==> config.mk <==
export PLATFORM = sky130hd
export DESIGN_NAME = fill_mix_scheduler_flat
export DESIGN_NICKNAME = d
export VERILOG_FILES = /design/src/rtl/fill_mix_pkg.sv /design/src/rtl/fill_mix_scheduler_if.sv /design/src/rtl/fill_mix_scheduler_rr_pick.sv /design/src/rtl/fill_mix_scheduler.sv /design/src/flat_wrapper.sv
export SDC_FILE = /design/constraint.sdc
export NUM_CORES = 1
export LEC_CHECK = 0
export CAP_MARGIN = 10
export CORE_UTILIZATION = 60
export CTS_BUF_LIST = sky130_fd_sc_hd__clkbuf_4 sky130_fd_sc_hd__clkbuf_8
export DETAILED_ROUTE_END_ITERATION = 8
export GPL_TIMING_DRIVEN = 0
export PLACE_DENSITY_LB_ADDON = 0.1
export SLEW_MARGIN = 30
export SYNTH_ARGS = -nofsm -noshare
export SYNTH_HDL_FRONTEND = slang
export SYNTH_HIERARCHICAL = 1
export SYNTH_SLANG_ARGS = --single-unit
==> constraint.sdc <==
create_clock -name clk -period 4.3 [get_ports clk]
set_input_delay 0.645 -clock clk [delete_from_list [all_inputs] [get_ports clk]]
set_output_delay 0.645 -clock clk [all_outputs]
set_load 0.01 [all_outputs]
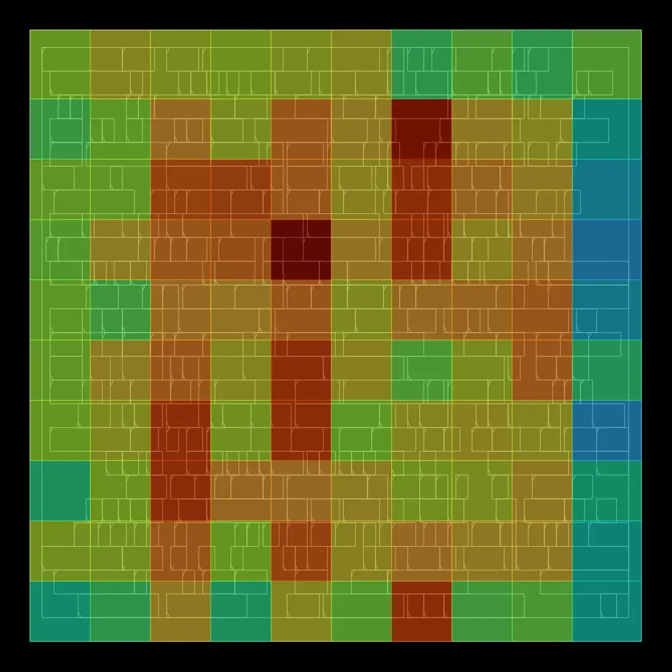
Figure 1: track usage over the die.
GR Layer Usage met1: 38.43%
Core Util, Final: 74.71%

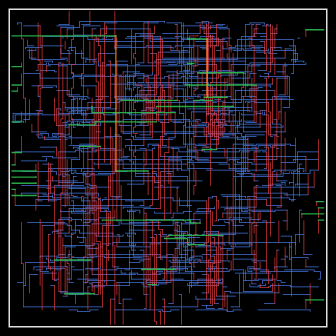
Figure 2: metal layers overlaid.
[green] metal 3 | wire length: 264 um
[red] metal 2 | wire length: 3020 um
[orange] metal 4 | wire length: 42.8 um
[blue] metal 1 | wire length: 3080 um
final routed wire length divided by cell count: 15.66 um
number of vias after detailed routing: 2475
final wirelength: 6.405 mm
GRT Overall Usage: 27.58%

==> metrics.yaml <==
run_status:
  status: "finished, final reports clean"
synthesis:
  synth.cell_area_sq_um: 2774
  post_synthesis_chip_area_from_yosys_sq_um: 2774
  avgSynthCellArea_sq_um: 8.615
  postSynthNetCount: 350
  synthesis.yosys.warnings: 6
  ys_dominant_reg_cell: "sky130_fd_sc_hd__dfrtp_1"
  part_of_the_yosys_area_used_for_sequential_elements_pct: 27.97
  synthDistinctLibCells: 57
  synth-edff-count: 0
  synthesis.instances: 322
  numSynthFlops: 31
  yosys_cells: 322
  synthArstFlopShare_pct: 100.0
drt:
  dr.pass1.iters: 5
  drt-met1-wl_mm: 3.082
  met2_length_mm: 3.015
  highest-signal-layer: "met4"
  route.detailed.drc: 0
  wl_met3_um: 263
  detail-route-antenna-nets: 0
  initialDrtViolationCount: 203
  drt-vias-per-instance: 6.051
critical_path:
  reg2regPathDepth: 15
  critical_path_required_ps: 4470
  r2r_slack_ps: 170
  cp_max_stage_cell: "sky130_fd_sc_hd__or4b_4"
  crit_cells: 15
  timing.critical_path.from_type: "flop"
  critPathCaptureType: "flop"
  worst-path-buf-inv: 4
  crit_path_frequent_cell: "sky130_fd_sc_hd__buf_6"
  criticalPathCategory: "flop to flop"
  critical_path.cell_chain: "buf_6, inv_1, ha_4, buf_6, mux4_2, mux2i_4, nand2_1, or4b_4, nor2_2, nand3_2, nor3_1, o21ai_0, and3b_1, clkbuf_1, a221o_1"
  critPathMaxStageDelay_ps: 600
  critical_path_fanouts_max: 10
  critical_path.top_delay_family: "simple AND/OR/NAND/NOR gates"
  worst_ep_arrival_time_ps: 4300
clocking:
  tritoncts: "done"
  clkTransAtPathRegs_ps: 70
  cts_repair_resize_count: 3
  tritoncts_num_sinks: 31
  insertion_delay_of_the_later_clocked_pin_in_the_worst_skew_pair_ps: 280
  cts_setup_buffers: 1
  ctsLongestPathBuffers: 2
  cts_inserted_buffers: 5
  clock_tree.root_cell: "sky130_fd_sc_hd__clkbuf_8"
  post_cts_hold_buffer_count: 0
pwr:
  pg_seq_mw: 0.544
  static-leakage-power_nw: 1.510
  clkPwrFrac_pct: 12.7
  power.net_switching_mw: 1.077
  power.share.switching_pct: 45.99
  power.internal_mw: 1.264
  pwr-share-comb_pct: 64.1
  clock_net_power_mw: 0.296
  comb_power_mw: 1.50
  final_total_power_mw: 2.341
  power-per-cell-area_nw_per_um2: 714.7
  max_rail_drop_vdd_uv: 322.6
  seq_power_share_pct: 23.2
sta:
  final-hold-violation-count: 0
  final_period_minus_worst_setup_slack_ps: 4132
  finalClockPeriodUsage_pct: 96.08
  tightest_slew_ps: 693.0
  totalNegativeSetupSlack_ps: 0
  max_freq_ghz: 0.2420
  rsz0062_at_grt: "no"
  setup_viol: 0
  number_of_pins_exceeding_their_max_slew_limit_in_the_final_report: 0
  remaining_max_slew_budget_at_the_tightest_pin_pct: 53.15
final_layout:
  final.fill_count: 318
  layout.non_clock_buffers: 42
  largest_register_ffs: 8
  comb_area_share_pct: 56.91
  non_clock_buffer_area_share_pct: 11.50
  final_layout_size_suffix_gt1_share_pct: 15.41
  clkCellAreaFrac_pct: 3.591
  flip_flop_and_latch_share_of_the_layout_cell_area_pct: 23.72
  regArea_sq_um: 777.0
  syn2layout_area_growth_pct: 18.09
  inverters_excl_clock: 19
  antenna_cells: 0
  layout.comb_gates.multi_input: 257
  post-route-cell-area_sq_um: 3276
  n_clock_buffer: 6
  flop-count: 31
  combGateArea_sq_um: 1864
  nets: 384
  largestClassByArea: "multi-input combinational cells"
floorplan:
  die-height_um: 70.00
  ios: 28
  die_w_um: 70.00
  num_tap_cells: 52
  initial_core_util_pct: 63.27
  placement_rows: 24
  core-area_sq_um: 4384
  die_area_sq_um: 4899
grt:
  grt_overflow_total: 0
  grt_most_used_layer: "met2"
  groute.layer.met3.usage_pct: 4.618
  number_of_global_route_vias_before_repair: 2304
  number_of_antenna_violations_at_the_first_check_in_global_routing: 0
  global_route_wire_length_before_repair_mm: 10.78
  grt_start_max_net_pins: 21
  globalRouteMet2Util_pct: 44.66
placed_design:
  portBuffers: 25
  placedInstanceArea_sq_um: 3112
  dpl.hpwl_mm: 4.798
  place_congestion: 0.9120
flow_run:
  count_of_maximum_capacitance_violations: 0
  stage_log_warnings: 36
worst_hold_path:
  worstHoldPathType: "input pin to async pin"
Yosys cell counts, drive strengths merged, types with 3 or more instances:
library cell,count,area (sq um)
inv,19,71.32
a31oi,5,31.28
a21o,3,22.52
nand2,33,123.9
nor2b,3,18.77
or2,3,21.27
nand2b,8,50.05
and2,5,31.28
mux2,13,161.4
a21oi,13,65.06
buf,10,73.81
ha,16,200.2
and3,11,68.82
mux4,6,135.1
mux2i,13,133.9
nor4,6,37.54
nor3,15,75.07
clkbuf,5,18.77
dfrtp,31,775.7
nand4,3,18.77
nor2,27,106.4
nand3,11,55.05
nor4b,4,35.03
xnor2,4,35.03
a221oi,3,32.53
o21ai,21,105.1
or4b,3,33.78
logic make-up after synthesis:
| kind of cell | share of synthesized area, % |
|---|---|
| muxes | 15.52 |
| and+or+nand+nor | 26.16 |
| other | 0.1352 |
| buffers and inverters | 5.909 |
| DFF | 27.97 |
| AOI/OAI and AO/OA | 15.52 |
| xor gates and xnor gates | 1.579 |
| adders and majority gates | 7.217 |
layout by cell type, fill, tap and decap left out, drive strengths merged, types with 4 or more instances in the layout:
cell type,synthesis,final
and3,11,11
nand2,33,33
ha,16,16
mux2i,13,13
a21oi,13,13
mux4,6,6
nor4,6,6
o21ai,21,21
inv,19,18
clkbuf,5,11
buf,10,13
xnor2,4,4
nand2b,8,8
and2,5,5
nand3,11,11
clkdlybuf4s50,0,24
nor3,15,15
mux2,13,13
nor2,27,27
dfrtp,31,31
a31oi,5,5
nor4b,4,4
per-stage QoR:
step	hold slack, ps	util (%)	cells	worst slack (ps)
global route	262.6	74.71	409	12.48
detailed placement	499.6	70.98	400	-135.9
CTS	253.8	74.03	409	14.93
finish	247.3	74.71	409	168.5
global placement	491.0	70.46	399	-59.68
floorplan	349.4	-	322	424.6
Power is estimated from default activity; no workload was simulated.
